Fig. 1: run 1, where the registers sit
Other sequential cells in the stronger gray, the rest of the logic in the fainter gray.
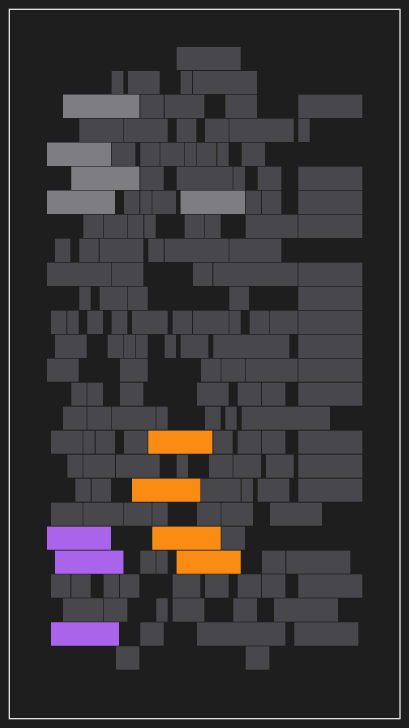
Fig. 2: run 1, clock wires, drivers and flops
Scale bar: 10 µm.
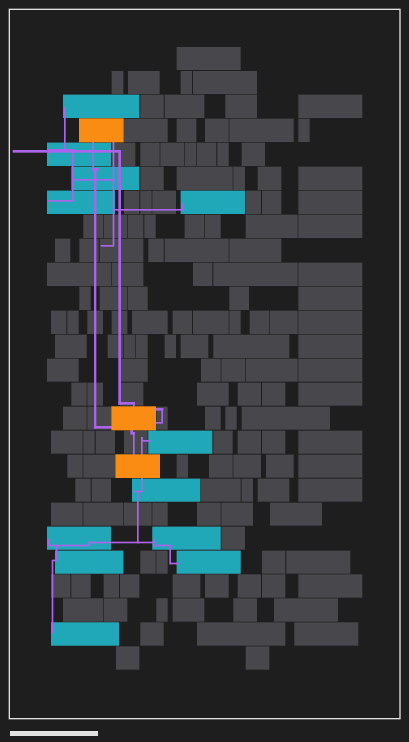
Fig. 3: run 1, logic cells by family
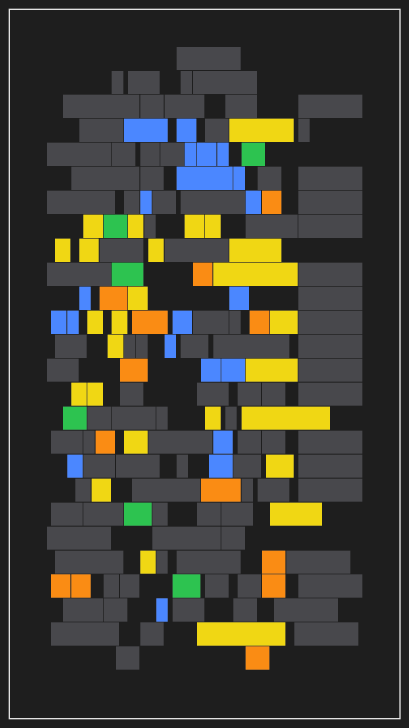
===== config.mk =====
export PLATFORM = sky130hd
export DESIGN_NAME = controller
export DESIGN_NICKNAME = d
export VERILOG_FILES = /design/src/rtl/riscpkg.sv /design/src/rtl/op_decode.sv /design/src/rtl/controller.sv
export SDC_FILE = /design/constraint.sdc
export NUM_CORES = 1
export LEC_CHECK = 0
export CAP_MARGIN = 30
export CORE_ASPECT_RATIO = 2
export CORE_MARGIN = 4
export CORE_UTILIZATION = 35
export DETAILED_ROUTE_END_ITERATION = 10
export PLACE_DENSITY_LB_ADDON = 0.1
export SLEW_MARGIN = 0
export SYNTH_ARGS = -nofsm -noshare
export SYNTH_HDL_FRONTEND = slang
export SYNTH_SLANG_ARGS = --single-unit

===== constraint.sdc =====
create_clock -name clk -period 1.96 [get_ports clk]
set_input_delay 0.294 -clock clk [delete_from_list [all_inputs] [get_ports clk]]
set_output_delay 0.294 -clock clk [all_outputs]
set_load 0.1 [all_outputs]

===== src/rtl/riscpkg.sv =====
// riscpkg: shared state, opcode and mux-select encodings for the controller and datapath.
package riscpkg;
    typedef enum logic [3:0] {
        S_RST, S_FETCH, S_DECODE, S_EXEC, S_MEMRD, S_MEMWR, S_WB, S_MULTI, S_PCINC
    } state_t;

    typedef enum logic [3:0] {
        C_ADD, C_ADI, C_NDU, C_LHI, C_LW, C_SW, C_LM, C_SM, C_JMP, C_BEQ, C_UND
    } iclass_t;

    localparam logic [3:0] OP_ADD = 4'b0000;
    localparam logic [3:0] OP_ADI = 4'b0001;
    localparam logic [3:0] OP_NDU = 4'b0010;
    localparam logic [3:0] OP_LHI = 4'b0011;
    localparam logic [3:0] OP_LW  = 4'b0100;
    localparam logic [3:0] OP_SW  = 4'b0101;
    localparam logic [3:0] OP_LM  = 4'b0110;
    localparam logic [3:0] OP_SM  = 4'b0111;
    localparam logic [3:0] OP_JAL = 4'b1000;
    localparam logic [3:0] OP_JLR = 4'b1001;
    localparam logic [3:0] OP_BEQ = 4'b1100;

    localparam logic [1:0] B_ZERO = 2'd0, B_ONE = 2'd1, B_REG = 2'd2, B_IMM6 = 2'd3;
    localparam logic [2:0] A_ZERO = 3'd0, A_ONE = 3'd1, A_SHIFT7 = 3'd2, A_IMM6 = 3'd3,
                           A_IMM9 = 3'd4, A_REG = 3'd5, A_TMPA = 3'd6;
    localparam logic [1:0] WEN_OFF = 2'd0, WEN_ON = 2'd1, WEN_CZ = 2'd2, WEN_IRBIT = 2'd3;
    localparam logic [2:0] WADD_IR119 = 3'd0, WADD_IR53 = 3'd1, WADD_CNT = 3'd2,
                           WADD_R7 = 3'd3, WADD_IR86 = 3'd4;
    localparam logic [1:0] RD2_IR86 = 2'd0, RD2_CNT = 2'd1, RD2_R7 = 2'd2;
    localparam logic       DIN_MEM = 1'b0, DIN_T1 = 1'b1;
    localparam logic [1:0] MW_OFF = 2'd0, MW_ON = 2'd1, MW_IRBIT = 2'd2;
    localparam logic       MDI_A = 1'b0, MDI_B = 1'b1;
    localparam logic       ALU_ADD = 1'b0, ALU_NAND = 1'b1;
endpackage


===== src/rtl/op_decode.sv =====
// op_decode: maps an opcode to the instruction class that steers the controller.
import riscpkg::*;

module op_decode (
    input  logic [3:0] opcode,
    output iclass_t    iclass
);
    always_comb begin
        case (opcode)
            OP_ADD:         iclass = C_ADD;
            OP_ADI:         iclass = C_ADI;
            OP_NDU:         iclass = C_NDU;
            OP_LHI:         iclass = C_LHI;
            OP_LW:          iclass = C_LW;
            OP_SW:          iclass = C_SW;
            OP_LM:          iclass = C_LM;
            OP_SM:          iclass = C_SM;
            OP_JAL, OP_JLR: iclass = C_JMP;
            OP_BEQ:         iclass = C_BEQ;
            default:        iclass = C_UND;
        endcase
    end
endmodule


===== src/rtl/controller.sv =====
// controller: multicycle Moore FSM producing datapath mux selects and enables.
import riscpkg::*;

module controller (
    input  logic        clk,
    input  logic        reset,
    input  logic [15:0] ir,
    input  logic        compare,
    output logic [1:0]  Mux1_alu_B,
    output logic [2:0]  Mux2_alu_A,
    output logic [1:0]  Mux3_RF_wen,
    output logic [2:0]  Mux4_RF_wadd,
    output logic [1:0]  Mux5_RF_read2,
    output logic        Mux6_RF_dataIn,
    output logic [1:0]  Mux8_memwrite,
    output logic        Mux9_memDataIn,
    output logic        CZ_en,
    output logic        ALU_op,
    output logic        wIR,
    output logic        wAtmp,
    output logic        resetT1,
    output logic [2:0]  counter
);
    state_t     state_q, state_d;
    iclass_t    cls_q, cls_d, dec_cls;
    logic [2:0] counter_q, counter_d;
    logic       branch_taken_q, branch_taken_d;
    logic       unused_ir;

    assign unused_ir = ^ir[11:0];
    assign counter   = counter_q;

    op_decode u_op_decode (.opcode(ir[15:12]), .iclass(dec_cls));

    always_ff @(posedge clk) begin
        if (reset) begin
            state_q        <= S_RST;
            cls_q          <= C_UND;
            counter_q      <= '0;
            branch_taken_q <= 1'b0;
        end else begin
            state_q        <= state_d;
            cls_q          <= cls_d;
            counter_q      <= counter_d;
            branch_taken_q <= branch_taken_d;
        end
    end

    // Class is captured in DECODE so later states depend only on registered values.
    always_comb begin
        state_d        = state_q;
        cls_d          = cls_q;
        counter_d      = '0;
        branch_taken_d = branch_taken_q;
        Mux1_alu_B     = B_ZERO;
        Mux2_alu_A     = A_ZERO;
        Mux3_RF_wen    = WEN_OFF;
        Mux4_RF_wadd   = WADD_IR119;
        Mux5_RF_read2  = RD2_IR86;
        Mux6_RF_dataIn = DIN_MEM;
        Mux8_memwrite  = MW_OFF;
        Mux9_memDataIn = MDI_A;
        CZ_en          = 1'b0;
        ALU_op         = ALU_ADD;
        wIR            = 1'b0;
        wAtmp          = 1'b0;
        resetT1        = 1'b0;
        case (state_q)
            S_RST: begin
                resetT1 = 1'b1;
                state_d = S_FETCH;
            end
            S_FETCH: begin
                wIR            = 1'b1;
                branch_taken_d = 1'b0;
                state_d        = S_DECODE;
            end
            S_DECODE: begin
                wAtmp   = 1'b1;
                cls_d   = dec_cls;
                state_d = (dec_cls inside {C_ADD, C_ADI, C_NDU, C_LHI, C_LW, C_SW, C_BEQ}) ? S_EXEC :
                          (dec_cls inside {C_LM, C_SM}) ? S_MULTI :
                          (dec_cls == C_JMP) ? S_WB : S_PCINC;
            end
            S_EXEC: begin
                branch_taken_d = compare;
                Mux2_alu_A     = (cls_q == C_LHI) ? A_SHIFT7 : (cls_q inside {C_LW, C_SW}) ? A_IMM6 : A_REG;
                Mux1_alu_B     = (cls_q == C_LHI) ? B_ZERO : (cls_q == C_ADI) ? B_IMM6 : B_REG;
                ALU_op         = (cls_q == C_NDU) ? ALU_NAND : ALU_ADD;
                CZ_en          = cls_q inside {C_ADD, C_ADI, C_NDU};
                state_d        = (cls_q == C_LW) ? S_MEMRD : (cls_q == C_SW) ? S_MEMWR :
                                 (cls_q == C_BEQ) ? S_PCINC : S_WB;
            end
            S_MEMRD: begin
                Mux3_RF_wen = WEN_ON;
                state_d     = S_PCINC;
            end
            S_MEMWR: begin
                Mux8_memwrite = MW_ON;
                state_d       = S_PCINC;
            end
            S_WB: begin
                Mux6_RF_dataIn = DIN_T1;
                Mux3_RF_wen    = (cls_q inside {C_ADD, C_NDU}) ? WEN_CZ : WEN_ON;
                Mux4_RF_wadd   = (cls_q inside {C_ADD, C_NDU}) ? WADD_IR53 : (cls_q == C_ADI) ? WADD_IR86 :
                                 (cls_q == C_JMP) ? WADD_R7 : WADD_IR119;
                state_d        = S_PCINC;
            end
            S_MULTI: begin
                counter_d      = counter_q + 3'd1;
                Mux3_RF_wen    = (cls_q == C_LM) ? WEN_IRBIT : WEN_OFF;
                Mux4_RF_wadd   = (cls_q == C_LM) ? WADD_CNT : WADD_IR119;
                Mux8_memwrite  = (cls_q == C_SM) ? MW_IRBIT : MW_OFF;
                Mux5_RF_read2  = (cls_q == C_SM) ? RD2_CNT : RD2_IR86;
                Mux9_memDataIn = (cls_q == C_SM) ? MDI_B : MDI_A;
                state_d        = (counter_q == 3'd7) ? S_PCINC : S_MULTI;
            end
            S_PCINC: begin
                Mux2_alu_A    = A_REG;
                Mux5_RF_read2 = RD2_R7;
                Mux1_alu_B    = (cls_q == C_BEQ && branch_taken_q) ? B_IMM6 : B_ONE;
                Mux3_RF_wen   = WEN_ON;
                Mux4_RF_wadd  = WADD_R7;
                state_d       = S_FETCH;
            end
            default: state_d = S_RST;
        endcase
    end
endmodule


==> results_dict.tcl, run 1 <==
# collected from the flow reports
set metrics [dict create \
    cts_root_buffer "clkbuf_8" \
    cts_hold_repair.buffers 0 \
    r2r_cells 6 \
    fill_cells 190 \
    met1_usage 0.139 \
    dp_slack_ps 12.8 \
    design_area_mm2 0.00176 \
    internal_power_mw 0.949 \
    cp-endpoint "Mux4_RF_wadd[1]" \
    clockBufferCount 4 \
    drt_wl_total_um 2770 \
    htreeDepth 1 \
    grt_usage 0.168 \
    ys_sh_mux 0.0219 \
    post-dp-hpwl_um 2330 \
    drtPass1Iterations 5 \
    synthFlopType "dfxtp_1" \
    regArea_um2 251 \
    power.leakage_nw 0.697 \
    syn_nets 143 \
    period_needed_ps 1890 \
    cts_buffer_depth 2 \
    worst_hold_path.endpoint "counter[0]" \
    hold_slack_ps 423 \
    finalPower_mw 1.96 \
    antenna_found_initial 0 \
    warnings 39 \
    drive_gt1_frac 0.481 \
    drtIter0Drc 17 \
    nNonClkBuffers 46 \
    cp.arrival_ps 1600 \
    synthAdderAreaFrac 0.0274 \
    final_util 0.693 \
    holdCritStartpoint "counter[0]" \
    cp-end-kind "output pin" \
    nWellTaps 28 \
    status "complete, no violations" \
    r2r-start "counter[0]" \
    finalClockPeriodUsage 0.967 \
    ys_seq_frac 0.263 \
    nets 184 \
    crit_type "reg2out" \
    via_per_inst 5.54 \
    max-cap-violations 0 \
    syn_to_final_growth_pct 92.3 \
    gp_congestion 0.859 \
    use_met2 0.349 \
    grt_max_degree 11 \
    die-height_um 80.3 \
    drv_slew 0 \
    min_path_cells 1 \
    max_stage_delay_ps 330 \
    synth_flops 12 \
    powerDensity_mw_per_mm2 1120 \
    wl_per_cell_um 14.6 \
    seq_share 0.143 \
    pg_seq_mw 0.376 \
    cts_resized 3 \
    clock_sinks 12 \
    nMultiInputCombCells 95 \
    worst_path_dominant_cell_family "simple AND/OR/NAND/NOR gates" \
    remaining_drc_errors 0 \
    io_pins 43 \
    path_cells "nand2b_4 > nor2_4 > nand2_2 > o311ai_4 > buf_12" \
    clkTransAtPathRegs_ps 50 \
    layout_top_cell "buf_12" \
    drtAntennaViolNets 0 \
    ys_sh_xor 0 \
    grt_overflow 0 \
    fp_util 0.360 \
    hp-class "reg2reg" \
    rows 26 \
    synthAoiAreaFrac 0.222 \
    synth.top_cell.area_share 0.263 \
    p_switching_mw 1.01 \
    worst_slack_ps 65.6 \
    grt_busiest_layer "met2" \
    dp.cells 184 \
    yosysTopAreaCell "dfxtp_1" \
    portBuffers 30 \
    avgSynthCellArea_um2 7.50 \
    p_seq_frac 0.191 \
    max_slew_margin 0.734 \
    synthMostInstantiatedCell "dfxtp_1" \
    r2r_setup_slack_ps 350 \
    synthCells 122 \
    core_mm2 0.00254 \
    inv_count 5 \
    synthTopCellsByCount "dfxtp_1, nor2_1, nand2_1" \
    reg2reg_to "state_q[1]" \
    ys_types 43 \
    tns_ps 0 \
    most-common-layout-cells "buf_12, buf_4, nor2_1, nand2_1, a21oi_1" \
    vdd_drop_max_v 0.00106 \
    cpMaxStageDelayCell "dfxtp_1" \
    ys_chip_area_um2 915 \
    synth-edff-count 0 \
    placed_area_mm2 0.00167 \
    syn-cell-area_um2 915 \
    buffer_area_frac 0.354 \
    vias 1053 \
    async_flop_share 0 \
    ys_top_logic_family "simple AND/OR/NAND/NOR gates" \
    grt_pass1_vias 1054 \
    wl_met3_um 98 \
    crit_start "state_q[3]" \
    critical_path.max_fanout 6 \
    diodes 0 \
    top_cells_by_area "dfxtp_1, o21ai_0, nor2_1" \
    cts_buffers 3 \
    use_met3 0.0157 \
    ys_cells 122 \
    required_ps 1670 \
    comb_area_um2 774 \
    final-clk-cell-share 0.0313 \
    top_power_group "combinational logic" \
    ys_warn_count 0 \
    p_comb_frac 0.671 \
    die_w_um 44.1 \
    power_switching_share 0.516 \
    design.seq.count 12 \
    worst-path-stages 5 \
    fmax_mhz 528 \
]
## Picture notes: Fig. 1
- purple: counter (sequential cells 3)
- orange: cls_q (sequential cells 4)
- not colored: 5

## Picture notes: Fig. 2
- cyan: flip-flops (count 12)
- orange: clock-net drivers (count 3)
- purple: clock wires (length 188 µm)
- routed clock nets: 4
Clock power frac: 0.138
Clock Latency Late Sink: 250 ps
Worst Skew: 1.73 ps
clk pwr: 0.271 mW

## Picture notes: Fig. 3
- blue: nand cells (cells 21)
- orange: and/or cells (cells 13)
- yellow: aoi and oai cells (cells 26)
- green: non-inverting ao/oa cells (cells 6)
Non-Filler Instances: 190
combinational share of cell area: 0.440

==> inputs of run 2 (changes only) <==
CORE_ASPECT_RATIO = not set   (was 2)
CORE_UTILIZATION = 40   (was 35)
Fig. 4: run 2, clock wires, drivers and flops
Scale bar: 20 µm.
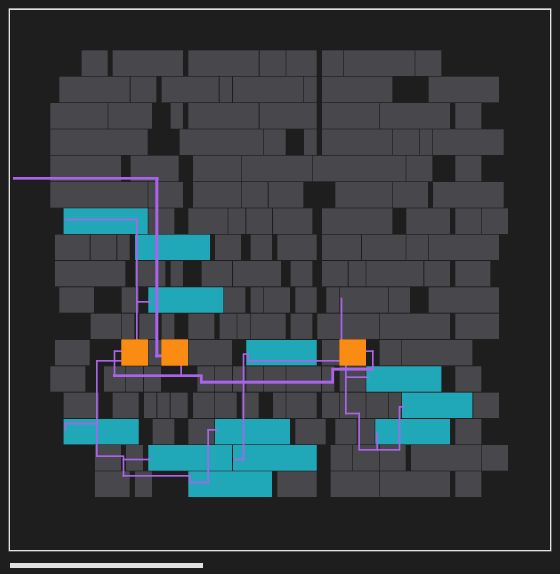
- orange: clock-net drivers (count 3)
- purple: clock wires (length 191 µm)
- cyan: flip-flops (count 12)
- routed clock nets: 4

Fig. 5: run 2, cell sizes after repair
Scale bar: 20 µm.
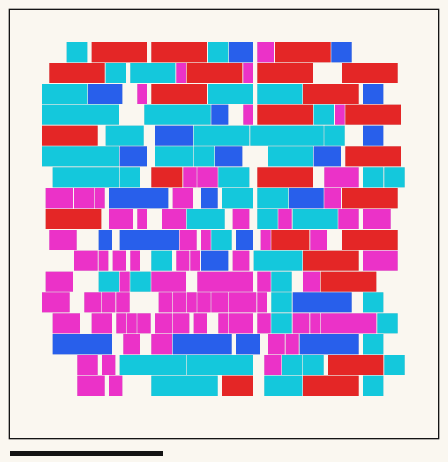
- red: x6 and larger (cells 24; share 14%)
- blue: x2 (cells 22; share 13%)
- cyan: x3 and x4 (cells 47; share 28%)
- magenta: x1 and smaller (cells 74; share 44%)

==> run 2 against run 1 <==
The flow now finishes with violations (negative setup slack). Via count up 8.1%. Hold slack gained 18 ps. Cell count is 2.6% higher. Area after synthesis is the same. Global-route usage increased by 3.3 points. Sequential power is 8.8% higher. Die area is 12% lower. Synthesized cell count did not move. Core utilization up 15 points. Power rose by 2.9%. Clock power decreased by 23%.
==> results_dict.tcl, run 2 <==
# collected from the flow reports
set metrics [dict create \
    synthFlopType "dfxtp_1" \
    max_slew_margin 0.722 \
    clockBufferCount 4 \
    comb_area_um2 842 \
    syn_to_final_growth_pct 103 \
    wl_met2_um 1850 \
    power_switching_share 0.536 \
    synthTopCellsByCount "dfxtp_1, nor2_1, nand2_1" \
    yosysTopAreaCell "dfxtp_1" \
    synth.top_cell.area_share 0.263 \
    synthMostInstantiatedCell "dfxtp_1" \
    clkTransAtPathRegs_ps 80 \
    setup_viol 2 \
    use_met2 0.356 \
    syn-cell-area_um2 915 \
    p_comb_frac 0.694 \
    tns_ps -34.9 \
    fp_util 0.417 \
    inv_count 5 \
    core_mm2 0.00219 \
    diodes 0 \
    comb_area_frac 0.454 \
    dp_slack_ps 75.8 \
    worst_slack_ps -22.8 \
    grt_overflow 0 \
    dp.cells 182 \
    min_path_cells 1 \
    ys_seq_frac 0.263 \
    hp-class "reg2reg" \
    syn_nets 143 \
    drtAntennaViolNets 0 \
    seq_share 0.142 \
    p_seq_frac 0.203 \
    ys_types 43 \
    post-dp-hpwl_um 2240 \
    cp.arrival_ps 1690 \
    cts_buffer_depth 2 \
    r2r_setup_slack_ps 300 \
    grt_usage 0.201 \
    grt_busiest_layer "met2" \
    remaining_drc_errors 0 \
    vdd_drop_max_v 0.00134 \
    r2r-start "counter[0]" \
    crit_type "reg2out" \
    ys_cells 122 \
    internal_power_mw 0.938 \
    nNonClkBuffers 50 \
    required_ps 1670 \
    synth-edff-count 0 \
    wl_met3_um 229 \
    cp-endpoint "Mux1_alu_B[0]" \
    hold_slack_ps 442 \
    antenna_found_initial 0 \
    drtPass1Iterations 5 \
    htreeDepth 1 \
    clock_latency_ps 280 \
    cp-end-kind "output pin" \
    wl_per_cell_um 17.7 \
    nWellTaps 28 \
    top_power_group "combinational logic" \
    pg_clk_mw 0.209 \
    max_stage_delay_ps 360 \
    regArea_um2 263 \
    design_area_mm2 0.00186 \
    avgSynthCellArea_um2 7.50 \
    violations "negative setup slack" \
    final_util 0.848 \
    finalClockPeriodUsage 1.01 \
    rows 17 \
    nMultiInputCombCells 96 \
    synthCells 122 \
    power.leakage_nw 0.751 \
    clock_skew_ps 1.62 \
    synthAoiAreaFrac 0.222 \
    drv_slew 0 \
    fill_cells 123 \
    status "finished, violations left" \
    placed_area_mm2 0.00166 \
    reg2reg_to "state_q[1]" \
    via_per_inst 5.84 \
    ys_sh_xor 0 \
    rsz0062_at_grt "yes" \
    io_pins 43 \
    pg_seq_mw 0.409 \
    max-cap-violations 0 \
    vias 1138 \
    grt_max_degree 12 \
    final-clk-cell-share 0.0195 \
    cts_buffers 3 \
    worst_path_dominant_cell_family "flip-flops" \
    worst_hold_path.endpoint "counter[0]" \
    use_met3 0.0719 \
    die-height_um 55.8 \
    p_switching_mw 1.08 \
    drtIter0Drc 41 \
    synth_flops 12 \
    drt_wl_total_um 3450 \
    finalPower_mw 2.02 \
    design.seq.count 12 \
    portBuffers 30 \
    ys_top_logic_family "simple AND/OR/NAND/NOR gates" \
    ys_warn_count 0 \
    met1_usage 0.227 \
    nets 189 \
    gp_congestion 0.838 \
    path_cells "buf_6 > nor2_4 > nand3_4 > o41ai_4 > buf_12" \
    warnings 40 \
    synthAdderAreaFrac 0.0274 \
    cts_root_buffer "clkbuf_4" \
    ys_chip_area_um2 915 \
    powerDensity_mw_per_mm2 1090 \
    met1_length_um 1290 \
    r2r_cells 6 \
    cts_hold_repair.buffers 0 \
    power.share.clock 0.103 \
    fmax_mhz 504 \
    period_needed_ps 1980 \
    crit_start "state_q[2]" \
    ys_sh_mux 0.0219 \
    cts_setup_buffers 4 \
    drive_gt1_frac 0.557 \
    async_flop_share 0 \
    clock_sinks 12 \
    top_cells_by_area "dfxtp_1, o21ai_0, nor2_1" \
    cts_resized 9 \
    cpMaxStageDelayCell "dfxtp_4" \
    fin_cells 195 \
]
==> inputs of run 3 (changes only) <==
CTS_BUF_LIST = sky130_fd_sc_hd__clkbuf_8 sky130_fd_sc_hd__clkbuf_16   (was not set)
PLACE_DENSITY = 0.75   (was not set)
PLACE_DENSITY_LB_ADDON = not set   (was 0.1)
SLEW_MARGIN = 20   (was 0)
Fig. 6: run 3, logic cells by family
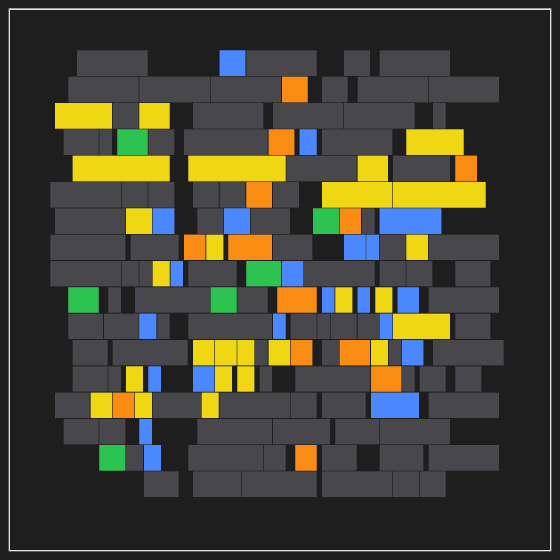
- yellow: aoi and oai cells (cells 26)
- orange: and/or cells (cells 13)
- green: non-inverting ao/oa cells (cells 6)
- blue: nand cells (cells 21)

Fig. 7: run 3, clock wires, drivers and flops
Scale bar: 20 µm.
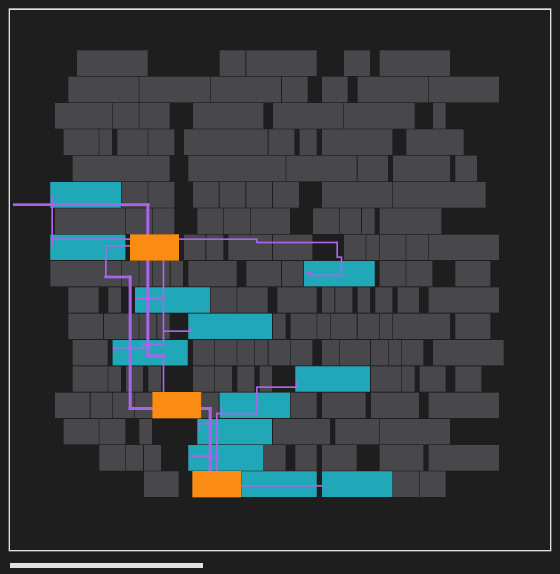
- purple: clock wires (length 179 µm)
- cyan: flip-flops (count 12)
- orange: clock-net drivers (count 3)
- routed clock nets: 4

==> run 3 against run 2 <==
Non-clock buffer count decreased by 4. Die area unchanged. Clock power increased by 8%. Worst setup slack got worse by 27 ps. Maximum frequency decreased by 1.3%. Sequential power decreased by 6.4%. Critical path depth increased by 1. Critical endpoint is now Mux4_RF_wadd[1]. The run still ends with negative setup slack left. Largest power group unchanged.
==> results_dict.tcl, run 3 <==
# collected from the flow reports
set metrics [dict create \
    status "finished, violations left" \
    violations "negative setup slack" \
    cp-endpoint "Mux4_RF_wadd[1]" \
    dp.cells 182 \
    path_cells "nand2b_4 > nor3_4 > nand3b_1 > buf_4 > o311ai_4 > buf_12" \
    ys_sh_mux 0.0219 \
    period_needed_ps 2010 \
    core_mm2 0.00219 \
    rows 17 \
    drt_wl_total_um 3080 \
    ys_types 43 \
    ys_cells 122 \
    crit_start "state_q[2]" \
    placed_area_mm2 0.00166 \
    cp.arrival_ps 1720 \
    grt_max_degree 11 \
    use_met2 0.375 \
    hold_slack_ps 428 \
    setup_viol 2 \
    cts_resized 5 \
    grt_pass1_vias 1054 \
    worst_path_dominant_cell_family "simple AND/OR/NAND/NOR gates" \
    fp_util 0.417 \
    wl_met2_um 1700 \
    powerDensity_mw_per_mm2 1100 \
    ys_warn_count 0 \
    drv_slew 0 \
    synthCells 122 \
    fill_cells 136 \
    synth.top_cell.area_share 0.263 \
    r2r_setup_slack_ps 380 \
    most-common-layout-cells "buf_12, buf_4, nand2_1, nor2_1" \
    diodes 0 \
    gp_congestion 0.825 \
    post-dp-hpwl_um 2330 \
    reg2reg_to "state_q[1]" \
    synthAoiAreaFrac 0.222 \
    critical_path.max_fanout 9 \
    cpMaxStageDelayCell "dfxtp_2" \
    crit_type "reg2out" \
    grt_overflow 0 \
    vias 1071 \
    warnings 40 \
    die-height_um 55.8 \
    wl_per_cell_um 16.3 \
    clockBufferCount 3 \
    design.seq.count 12 \
    cts_hold_repair.buffers 0 \
    seq_share 0.143 \
    max_slew_margin 0.780 \
    synth_flops 12 \
    use_met3 0.0325 \
    hp-class "reg2reg" \
    top_cells_by_area "dfxtp_1, o21ai_0, nor2_1" \
    holdCritStartpoint "counter[0]" \
    grt_busiest_layer "met2" \
    io_pins 43 \
    cts_buffers 3 \
    design_area_mm2 0.00177 \
    portBuffers 30 \
    synthTopCellsByCount "dfxtp_1, nor2_1, nand2_1" \
    drtAntennaViolNets 0 \
    syn_nets 143 \
    clock_sinks 12 \
    pg_clk_mw 0.225 \
    pg_seq_mw 0.383 \
    remaining_drc_errors 0 \
    p_switching_mw 1.03 \
    drtPass1Iterations 4 \
    required_ps 1670 \
    internal_power_mw 0.921 \
    cts_buffer_depth 2 \
    nWellTaps 28 \
    ys_sh_xor 0 \
    buffer_area_frac 0.352 \
    synthMostInstantiatedCell "dfxtp_1" \
    p_seq_frac 0.196 \
    cp-end-kind "output pin" \
    nMultiInputCombCells 95 \
    final_util 0.808 \
    tns_ps -61.6 \
    yosysTopAreaCell "dfxtp_1" \
    finalPower_mw 1.95 \
    ys_chip_area_um2 915 \
    layout_top_cell "buf_12" \
    synthAdderAreaFrac 0.0274 \
    dp_slack_ps -25.7 \
    die_w_um 55.8 \
    nets 184 \
    max_stage_delay_ps 450 \
    drtIter0Drc 32 \
    fin_cells 189 \
    max-cap-violations 0 \
    rsz0062_at_grt "yes" \
    clkTransAtPathRegs_ps 50 \
    met1_length_um 1210 \
    finalClockPeriodUsage 1.03 \
    cts_setup_buffers 1 \
    power.share.clock 0.115 \
    ys_seq_frac 0.263 \
    ys_top_logic_family "simple AND/OR/NAND/NOR gates" \
    grt_usage 0.205 \
    top_power_group "combinational logic" \
    met1_usage 0.236 \
    worst_slack_ps -49.7 \
    via_per_inst 5.67 \
    async_flop_share 0 \
    antenna_found_initial 0 \
    avgSynthCellArea_um2 7.50 \
    syn_to_final_growth_pct 93.6 \
    syn-cell-area_um2 915 \
    r2r_cells 6 \
    comb_area_um2 798 \
    wl_met3_um 137 \
    power_switching_share 0.528 \
    worst_hold_path.endpoint "counter[0]" \
    regArea_um2 253 \
    cts_root_buffer "clkbuf_8" \
    synthFlopType "dfxtp_1" \
    p_comb_frac 0.689 \
    nNonClkBuffers 46 \
]
No activity file was given, so power comes from the tool's default toggle rates.
